**src/rtl/h14tx_pkg.sv**
```systemverilog
// h14tx_pkg: shared types and constants for the HDMI 1.4 TMDS lane encoder.
package h14tx_pkg;

   localparam int DisparityWidth = 5;

   typedef enum logic [2:0] {
      PerControl     = 3'd0,
      PerVideoGuard  = 3'd1,
      PerVideoActive = 3'd2,
      PerDataGuard   = 3'd3,
      PerDataIsland  = 3'd4
   } period_t;

   // Symbols are written q_out[9:0]; bit 0 leaves the serialiser first.
   localparam logic [9:0] CtlCode00   = 10'b1101010100;
   localparam logic [9:0] CtlCode01   = 10'b0010101011;
   localparam logic [9:0] CtlCode10   = 10'b0101010100;
   localparam logic [9:0] CtlCode11   = 10'b1010101011;
   localparam logic [9:0] VideoGuardA = 10'b1011001100;
   localparam logic [9:0] VideoGuardB = 10'b0100110011;

   function automatic logic [9:0] ctl_code(input logic [1:0] ctl);
      logic [9:0] code;
      case (ctl)
         2'b00:   code = CtlCode00;
         2'b01:   code = CtlCode01;
         2'b10:   code = CtlCode10;
         default: code = CtlCode11;
      endcase
      return code;
   endfunction

   function automatic logic [3:0] ones8(input logic [7:0] v);
      logic [3:0] n;
      n = '0;
      for (int i = 0; i < 8; i++) begin
         n = n + {3'b000, v[i]};
      end
      return n;
   endfunction

endpackage

```
**src/rtl/h14tx_terc4.sv**
```systemverilog
// h14tx_terc4: combinational TERC4 nibble-to-symbol table (HDMI 1.4).
module h14tx_terc4 (
   input  logic [3:0] nib_i,
   output logic [9:0] sym_o
);

   // Straight table lookup; the caller registers the result.
   always_comb begin
      case (nib_i)
         4'h0:    sym_o = 10'b1010011100;
         4'h1:    sym_o = 10'b1001100011;
         4'h2:    sym_o = 10'b1011100100;
         4'h3:    sym_o = 10'b1011100010;
         4'h4:    sym_o = 10'b0101110001;
         4'h5:    sym_o = 10'b0100011110;
         4'h6:    sym_o = 10'b0110001110;
         4'h7:    sym_o = 10'b0100111100;
         4'h8:    sym_o = 10'b1011001100;
         4'h9:    sym_o = 10'b0100111001;
         4'hA:    sym_o = 10'b0110011100;
         4'hB:    sym_o = 10'b1011000110;
         4'hC:    sym_o = 10'b1010001110;
         4'hD:    sym_o = 10'b1001110001;
         4'hE:    sym_o = 10'b0101100011;
         default: sym_o = 10'b1011000011;
      endcase
   end

endmodule

```
**src/rtl/h14tx_lane.sv**
```systemverilog
// h14tx_lane: one HDMI 1.4 TMDS channel encoder (control, video guard,
// DVI 8b/10b video, TERC4 data island / data guard) with an optional
// period-sequence checker. Two-stage pipeline, 2-cycle latency on every path.
// Build option: H14TX_DATA_ISLAND_EN enables TERC4 data-island support;
// without it, DataIsland/DataGuard encode as Control and are flagged.
module h14tx_lane
   import h14tx_pkg::*;
#(
   parameter int Chan     = 0,
   parameter bit SeqCheck = 1'b1
) (
   input  logic                      clk_i,
   input  logic                      rst_i,
   input  period_t                   period_i,
   input  logic [1:0]                ctl_i,
   input  logic [7:0]                video_i,
   input  logic [3:0]                aux_i,
   output logic [9:0]                symbol_o,
   output logic [DisparityWidth-1:0] disparity_o,
   output logic                      seq_err_o
);

   if (Chan < 0 || Chan > 2) begin : g_bad_chan
      $error("h14tx_lane: Chan must be 0, 1 or 2");
   end

   period_t                   period_s1_q;
   logic [1:0]                ctl_s1_q;
   logic [8:0]                qm_s1_q;
   logic [8:0]                qm_d;
   logic [3:0]                n1_vid;
   logic                      use_xnor;

   logic [9:0]                symbol_q;
   logic [9:0]                sym_d;
   logic [DisparityWidth-1:0] disp_q;
   logic [DisparityWidth-1:0] disp_d;
   logic [DisparityWidth-1:0] diff;
   logic [3:0]                n1_qm;
   logic                      qm8;

   // Stage 1 combinational: transition-minimising q_m from the raw pixel.
   always_comb begin
      qm_d     = '0;
      n1_vid   = ones8(video_i);
      use_xnor = (n1_vid > 4'd4) || ((n1_vid == 4'd4) && !video_i[0]);
      qm_d[0]  = video_i[0];
      for (int i = 1; i < 8; i++) begin
         qm_d[i] = use_xnor ? ~(qm_d[i-1] ^ video_i[i]) : (qm_d[i-1] ^ video_i[i]);
      end
      qm_d[8] = ~use_xnor;
   end

`ifdef H14TX_DATA_ISLAND_EN
   logic [3:0] aux_s1_q;
   logic [3:0] nib_d;
   logic [9:0] terc4_sym;

   // Channel 0 carries hsync/vsync in the low TERC4 bits during islands and guards.
   always_comb begin
      nib_d = aux_s1_q;
      if (Chan == 0) begin
         if (period_s1_q == PerDataGuard) begin
            nib_d = {2'b11, ctl_s1_q};
         end else begin
            nib_d = {aux_s1_q[3:2], ctl_s1_q};
         end
      end
   end

   h14tx_terc4 u_terc4 (
      .nib_i (nib_d),
      .sym_o (terc4_sym)
   );

   // Stage 1 register for the auxiliary nibble.
   always_ff @(posedge clk_i) begin
      if (rst_i) begin
         aux_s1_q <= '0;
      end else begin
         aux_s1_q <= aux_i;
      end
   end
`else
   logic unused_aux;
   assign unused_aux = ^aux_i;
`endif

   // Stage 1 registers: period, control bits and q_m.
   always_ff @(posedge clk_i) begin
      if (rst_i) begin
         period_s1_q <= PerControl;
         ctl_s1_q    <= '0;
         qm_s1_q     <= '0;
      end else begin
         period_s1_q <= period_i;
         ctl_s1_q    <= ctl_i;
         qm_s1_q     <= qm_d;
      end
   end

   // Stage 2 combinational: symbol select and DVI DC balancing.
   always_comb begin
      sym_d  = ctl_code(ctl_s1_q);
      disp_d = '0;
      qm8    = qm_s1_q[8];
      n1_qm  = ones8(qm_s1_q[7:0]);
      // n1 - n0 = 2*n1 - 8, in the same modular width as the disparity.
      diff   = DisparityWidth'({n1_qm, 1'b0}) - DisparityWidth'(8);
      case (period_s1_q)
         PerVideoGuard: begin
            sym_d = (Chan == 1) ? VideoGuardB : VideoGuardA;
         end
         PerVideoActive: begin
            if ((disp_q == '0) || (n1_qm == 4'd4)) begin
               sym_d  = {~qm8, qm8, (qm8 ? qm_s1_q[7:0] : ~qm_s1_q[7:0])};
               disp_d = qm8 ? (disp_q + diff) : (disp_q - diff);
            end else if ((!disp_q[DisparityWidth-1] && (n1_qm > 4'd4)) ||
                         (disp_q[DisparityWidth-1] && (n1_qm < 4'd4))) begin
               sym_d  = {1'b1, qm8, ~qm_s1_q[7:0]};
               disp_d = disp_q + DisparityWidth'({qm8, 1'b0}) - diff;
            end else begin
               sym_d  = {1'b0, qm8, qm_s1_q[7:0]};
               disp_d = disp_q - DisparityWidth'({~qm8, 1'b0}) + diff;
            end
         end
`ifdef H14TX_DATA_ISLAND_EN
         PerDataGuard: begin
            sym_d = (Chan == 0) ? terc4_sym : VideoGuardB;
         end
         PerDataIsland: begin
            sym_d = terc4_sym;
         end
`endif
         default: ;
      endcase
   end

   // Stage 2 registers; disparity is zero whenever this stage is not video.
   always_ff @(posedge clk_i) begin
      if (rst_i) begin
         symbol_q <= CtlCode00;
         disp_q   <= '0;
      end else begin
         symbol_q <= sym_d;
         disp_q   <= disp_d;
      end
   end

   assign symbol_o    = symbol_q;
   assign disparity_o = disp_q;

   if (SeqCheck) begin : g_seq
      period_t    prev_q;
      logic [1:0] run_q;
      logic [1:0] run_d;
      logic       err_q;
      logic       viol;
      logic       guard_cur;
      logic       guard_prev;
      logic       same;

      assign guard_cur  = (period_s1_q == PerVideoGuard) || (period_s1_q == PerDataGuard);
      assign guard_prev = (prev_q == PerVideoGuard) || (prev_q == PerDataGuard);
      assign same       = (period_s1_q == prev_q);

      // Rule evaluation on the stage-1 period against the one before it.
      always_comb begin
         viol  = 1'b0;
         run_d = 2'd0;
         if (guard_cur) begin
            if (same) begin
               run_d = (run_q == 2'd3) ? 2'd3 : (run_q + 2'd1);
            end else begin
               run_d = 2'd1;
            end
         end
         // Third consecutive guard cycle: flag now, not at the end of the run.
         if (guard_cur && same && (run_q >= 2'd2)) begin
            viol = 1'b1;
         end
         if (guard_prev && !same && (run_q != 2'd2)) begin
            viol = 1'b1;
         end
         // One guard type straight into the other is a bad entry.
         if (guard_cur && guard_prev && !same) begin
            viol = 1'b1;
         end
         if ((period_s1_q == PerVideoActive) && (prev_q != PerVideoActive) &&
             (prev_q != PerVideoGuard)) begin
            viol = 1'b1;
         end
`ifdef H14TX_DATA_ISLAND_EN
         if ((period_s1_q == PerDataIsland) && (prev_q != PerDataIsland) &&
             (prev_q != PerDataGuard)) begin
            viol = 1'b1;
         end
         if ((prev_q == PerDataIsland) && (period_s1_q != PerDataIsland) &&
             (period_s1_q != PerDataGuard)) begin
            viol = 1'b1;
         end
`else
         if ((period_s1_q == PerDataGuard) || (period_s1_q == PerDataIsland)) begin
            viol = 1'b1;
         end
`endif
      end

      // Sticky error, registered alongside the symbol it refers to.
      always_ff @(posedge clk_i) begin
         if (rst_i) begin
            prev_q <= PerControl;
            run_q  <= 2'd0;
            err_q  <= 1'b0;
         end else begin
            prev_q <= period_s1_q;
            run_q  <= run_d;
            err_q  <= err_q | viol;
         end
      end

      assign seq_err_o = err_q;
   end else begin : g_no_seq
      assign seq_err_o = 1'b0;
   end

endmodule
```
**config.mk**
```make
export PLATFORM = sky130hd
export DESIGN_NAME = h14tx_lane
export DESIGN_NICKNAME = d
export VERILOG_FILES = /design/src/rtl/h14tx_pkg.sv /design/src/rtl/h14tx_terc4.sv /design/src/rtl/h14tx_lane.sv
export SDC_FILE = /design/constraint.sdc
export NUM_CORES = 1
export LEC_CHECK = 0
export ABC_AREA = 0
export CAP_MARGIN = 0
export CORE_MARGIN = 8
export CORE_UTILIZATION = 54
export DETAILED_ROUTE_END_ITERATION = 7
export PLACE_DENSITY = 0.91
export SLEW_MARGIN = 20
export SYNTH_ARGS = -nofsm -noshare
export SYNTH_HDL_FRONTEND = slang
export SYNTH_SLANG_ARGS = --single-unit
```
**constraint.sdc**
```tcl
create_clock -name clk_i -period 4.8 [get_ports clk_i]
set_clock_uncertainty 0.1 [all_clocks]
set_input_delay 0.48 -clock clk_i [delete_from_list [all_inputs] [get_ports clk_i]]
set_output_delay 0.48 -clock clk_i [all_outputs]
set_load 0.03 [all_outputs]
```
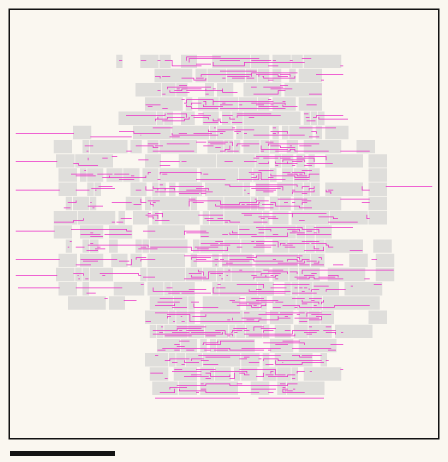
Figure 1: signal wires on met1.
Bar = 20 um.
309 nets have wire on it. The longest straight run is 17.5 um.
WL final: 4820 um
via count: 1776

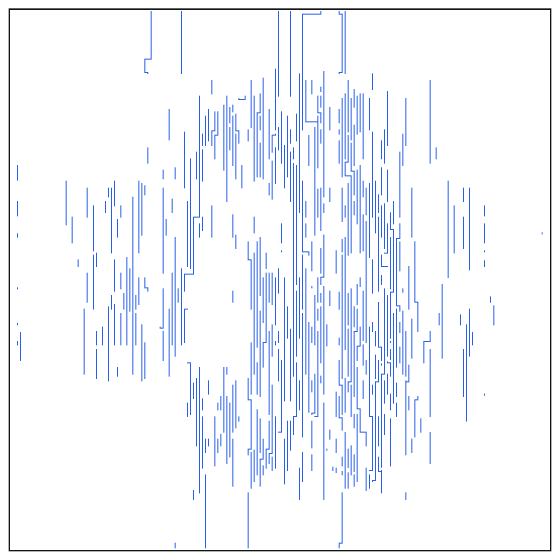
Figure 2: M2 wires.
The wires run mostly vertical. The longest straight run is 32.3 um.
GR met2 Demand/Resource: 0.272

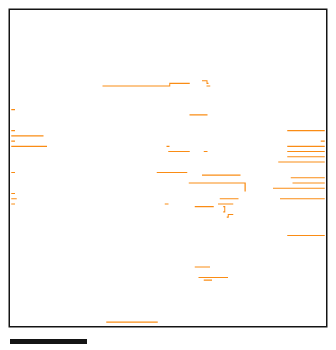
Figure 3: the metal 3 layer.
Bar = 20 um.
The layer carries 236 um of wire. The longest straight run is 17.2 um. 34 nets have wire on it. The layer holds 4.9% of the routed length.
met3 GRT Util: 0.0350

==> flow_metrics.py <==
# Flow results
metrics = {
    "outcome": {
        "status": "complete, no violations",
    },
    "floorplanning": {
        "core_area_sq_um": 4260,
        "rows": 24,
    },
    "critical_path": {
        "worstSetupEndpointType": "register",
        "crit_path_start_kind": "register",
        "arrival_ns": 4.64,
    },
    "placed_design": {
        "io_buffers": 29,
    },
    "synthesis": {
        "numSynthFlops": 34,
        "largest_area_cell": "dfxtp_1",
        "synthArstFlopShare": 0,
    },
    "final_timing": {
        "rsz0062_at_grt": "false",
        "period_minus_slack_ns": 4.57,
        "fmax_mhz": 219,
        "finalSetupViolCount": 0,
    },
    "global_route": {
        "grt_pass1_wl_um": 7790,
    },
    "clocking": {
        "clockBufferDepth": 2,
    },
    "final_layout": {
        "design_area_sq_um": 2840,
        "final_util": 0.667,
        "area_growth_pct": 21.2,
    },
    "route": {
        "ant_nets": 0,
    },
    "run": {
        "cap_violations": 0,
    },
}
final timing paths:
path	from	endpoint	slack (ns)	cells past startpoint
max	qm_s1_q[0]$_SDFF_PP0_	disparity_o[4]$_SDFF_PP0_	0.23	18
min	g_seq.run_q[0]$_SDFF_PP0_	g_seq.run_q[1]$_SDFF_PP0_	0.40	2
max reg2reg	qm_s1_q[0]$_SDFF_PP0_	disparity_o[4]$_SDFF_PP0_	0.23	18
min reg2reg	g_seq.run_q[0]$_SDFF_PP0_	g_seq.run_q[1]$_SDFF_PP0_	0.40	2
sequential cells by signal, summed over array words and instances, names as in the netlist:
name	count
disparity_o	4
ctl_s1_q	2
seq_err_o	1
period_s1_q	3
qm_s1_q	9
g_seq.run_q	2
g_seq.prev_q	3
symbol_o	10
cell usage in the layout (no fill, tap or decap), drive strengths merged, types with 7 or more instances in the layout:
master	count
ha	25
dfxtp	34
clkdlybuf4s50	29
xnor2	27
xor2	7
inv	38
a21oi	11
nor2	24
nor2b	9
o21ai	12
fa	13
stage by stage:
stage          hold slack, ns  cells  worst slack, ns
6_report                0.401    337            0.227
5_1_grt                 0.467    337          0.00222
3_3_place_gp            0.369    327            0.323
2_1_floorplan           0.358    252            0.498
3_5_place_dp            0.398    327            0.256
4_1_cts                 0.407    335           0.0326
area by class of cell:
cell class	instances	area (sq um)	share of cell area
multi-input cells	172	1500	0.526
flip-flops and latches	34	681	0.239
repair buffers	33	320	0.113
inverters	38	143	0.0502
clock buffers	5	68.8	0.0242
clock inverters	3	68.8	0.0242
well taps	52	65.1	0.0229
worst min-delay path: stages (launching register included):
cell and delay, ns:
dfxtp_1 0.32, nor2_1 0.09, nor4_1 0.05
metal layers:
metal	vias to the layer above	share of wire	wire [um]	track usage
met5	-	0	0	0
met4	0	0.024	116	0.0614
met3	11	0.049	235	0.0350
met2	52	0.51	2450	0.272
met1	845	0.42	2020	0.161
li1	868	-	-	-
timing repair:
action | CTS | global route
setup endpoints to repair | 0 | 10
buffers inserted | 0 | 2
gates resized | 0 | 6
cell families after synthesis:
| family | Yosys count | share of synthesized area |
|---|---|---|
| simple gates | 56 | 0.123 |
| other cells | 1 | 0.00160 |
| compound gates | 39 | 0.109 |
| mux | 4 | 0.0224 |
| flops | 34 | 0.290 |
| xor+xnor | 34 | 0.130 |
| buf+inv | 46 | 0.0795 |
| fa+ha+maj | 38 | 0.244 |
